Figure 1. Nets reached from selected ports (run 1).
Drawn at 10 px/µm.
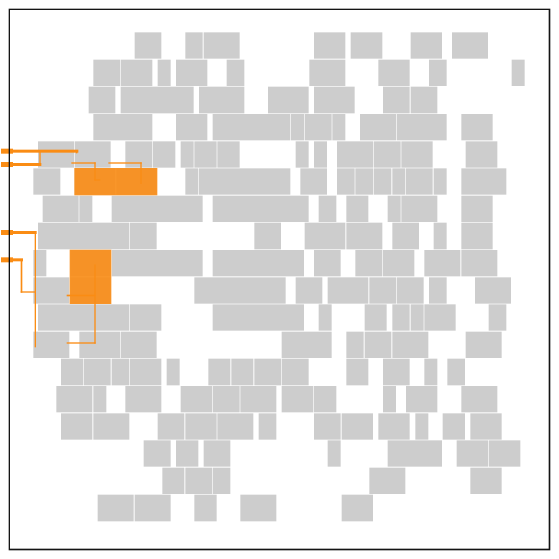
Figure 2. Metal 3 (run 1).
Drawn at 4 px/µm. Cells faint in the background.
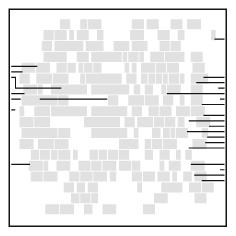
Figure 3. Wire density map (run 1).
Drawn at 6 px/µm. The die is cut into 11 by 11 equal tiles; dark blue is low, red is high, scaled to the fullest tile. Values are wire area over tile area, all layers added.
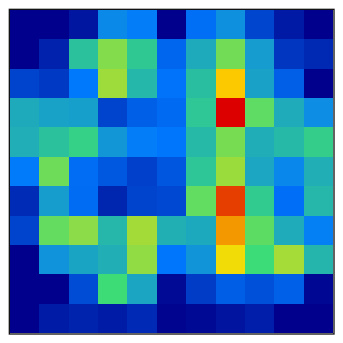
==> config.mk <==
export PLATFORM = sky130hd
export DESIGN_NAME = controller_flat
export DESIGN_NICKNAME = d
export VERILOG_FILES = /design/src/rtl/controller_if.sv /design/src/rtl/controller.sv /design/src/flat_wrapper.sv
export SDC_FILE = /design/constraint.sdc
export NUM_CORES = 1
export LEC_CHECK = 0
export CORE_MARGIN = 2
export CORE_UTILIZATION = 35
export DETAILED_ROUTE_END_ITERATION = 8
export PLACE_DENSITY_LB_ADDON = 0.08
export SLEW_MARGIN = 20
export SYNTH_ARGS = -nofsm -noshare
export SYNTH_HDL_FRONTEND = slang
export SYNTH_SLANG_ARGS = --single-unit
==> constraint.sdc <==
create_clock -name clk -period 2.1 [get_ports clk]
set_input_delay 0.525 -clock clk [delete_from_list [all_inputs] [get_ports clk]]
set_output_delay 0.525 -clock clk [all_outputs]
set_load 0.005 [all_outputs]
==> Changelog: implementation, run 1 <==
### Changed

- Synth top cell by count: nor2_1
- Clock Pin Slew Worst Setup and Hold Paths: 60 ps
- Status: completed
- Row cnt: 18
- Switching Share: 39.2%
- Part of the power in combinational logic: 69.5%
- Simple share: 33.3%
- Met3 wire len: 150 µm
- Num CTS Buffers: 3
- Yosys adder share: 0%
- # DRC: 0
- DP Area: 1410 µm²
- Area Growth Syn to Fin: 70.7%
- Slew Viols, Final: 0
- Comb pwr: 974 µW
- Pwr dens: 943 nW/µm²
- Tap cells: 30
- Most frequent CP cell: buf_4
- Max Cap Viol: 0
- Final TNS setup: 0 ps
- Levels on crit path: 7
- Met1 GRT Util: 20.5%
- CTS Buffer Depth: 2
- Crit Path Max Fanout: 3
- Antenna violations before repair: 0
- Signal buffers: 63
Back to the opening pictures, Figure 1:
[`bus_ALUFlags`] orange | direction: input | end cells: 4 | buffers: 4 | wire: 51.9 µm
num ports: 59
port buffer count: 41

Back to the opening pictures, Figure 2:
main direction: horizontal
nets with wire on the layer: 26
final WL: 2340 µm
Vias: 957
M3 GR Usage: 3.61%

Back to the opening pictures, Figure 3:
tiles over half the peak: 17%
fullest tile: 0.43
densest ninth of the die: right middle
nearly empty tiles: 12%
wire per inst: 12.1 µm
GR Util All Layers: 16.9%

Figure 4. Signal wires by layer (run 1).
Drawn at 6 px/µm. Two of the layers only.
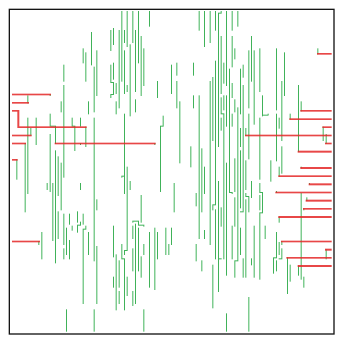

==> run 2: changes to the inputs <==
--- a/config.mk
+++ b/config.mk
@@ -6,7 +6,7 @@
 export NUM_CORES = 1
 export LEC_CHECK = 0
 export CORE_MARGIN = 2
-export CORE_UTILIZATION = 35
+export CORE_UTILIZATION = 38
 export DETAILED_ROUTE_END_ITERATION = 8
 export PLACE_DENSITY_LB_ADDON = 0.08
 export SLEW_MARGIN = 20
==> constraint.sdc (replaced) <==
create_clock -name clk -period 2.51 [get_ports clk]
set_input_delay 0.6275 -clock clk [delete_from_list [all_inputs] [get_ports clk]]
set_output_delay 0.6275 -clock clk [all_outputs]
set_load 0.005 [all_outputs]
Figure 5. Signal wires by layer (run 2).
Drawn at 8 px/µm. Two of the layers only.
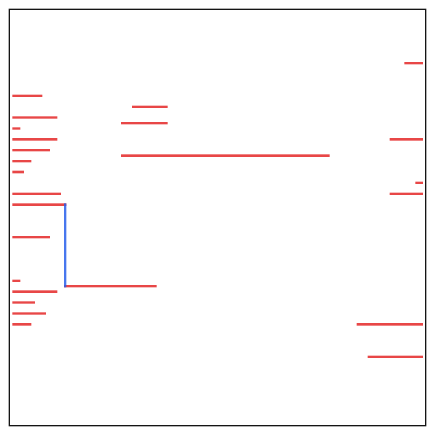
[metal 4] blue | wire length: 10.2 µm
[metal 3] red | wire length: 125 µm
Vias: 942
final WL: 2250 µm

Figure 6. Nets reached from selected ports (run 2).
Drawn at 10 px/µm.
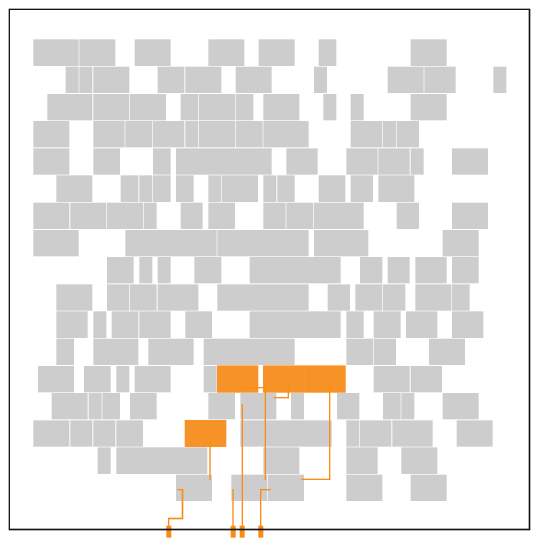
[`bus_ALUFlags`] orange | direction: input | end cells: 4 | buffers: 4 | wire: 55.1 µm

==> run 2 against run 1 <==
Against the previous run: sequential power decreased by 8.7%; via count decreased by 1.6%; setup slack got worse by 14 ps; sequential cell count unchanged; first-iteration DRC count increased by 36%; clock power decreased by 16%; critical path depth decreased by 4; total power decreased by 19%; critical path type is now input pin to primary output.
==> Changelog: implementation, run 2 <==
### Changed

- Dpl ws: -316 ps
- Area Growth Syn to Fin: 60.1%
- Pwr dens: 812 nW/µm² (-14%)
- Simple share: 33.3% (unchanged)
- Tap cells: 28 (-6.7%)
- Status: completed
- # DRC: 0 (unchanged)
- Num CTS Buffers: 3 (unchanged)
- Crit Path Max Fanout: 3 (unchanged)
- M3 GR Usage: 2.59% (-1.0 points)
- Ao+oa area frac: 17.7%
- Levels on crit path: 3 (-4)
- Met3 wire len: 125 µm (-17%)
- Max Cap Viol: 0 (unchanged)
- First-pass GRT wire length: 3660 µm
- Combinational share of cell area: 42.9%
- Port buffer count: 41 (unchanged)
- Part of the power in combinational logic: 66.3% (-3.2 points)
- CTS Buffer Depth: 2 (unchanged)
- Met1 GRT Util: 23.0% (+2.5 points)
- Wire per inst: 12.5 µm (+3.0%)
- Signal buffers: 52 (-17%)
- Yosys adder share: 0% (unchanged)
- Congestion Overflow GR: 0
- Antenna violations before repair: 0 (unchanged)
- Final TNS setup: 0 ps (unchanged)
- Row cnt: 17 (-1)
- Synth top cell by count: nor2_1
- DP Area: 1340 µm² (-5.0%)
- Clock Pin Slew Worst Setup and Hold Paths: 60 ps (about the same)
Figure 7. Placed standard cells (run 2).
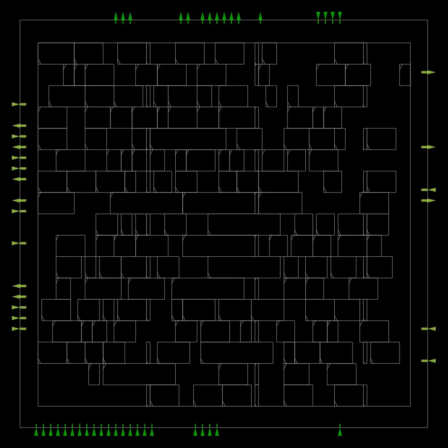
Final Core Density: 63.6%
Layout Cells excl Fill: 180
Seq area share: 16.2%
total core area: 2190 µm²
FILL cells: 211

Power and IR drop assume default switching activity.
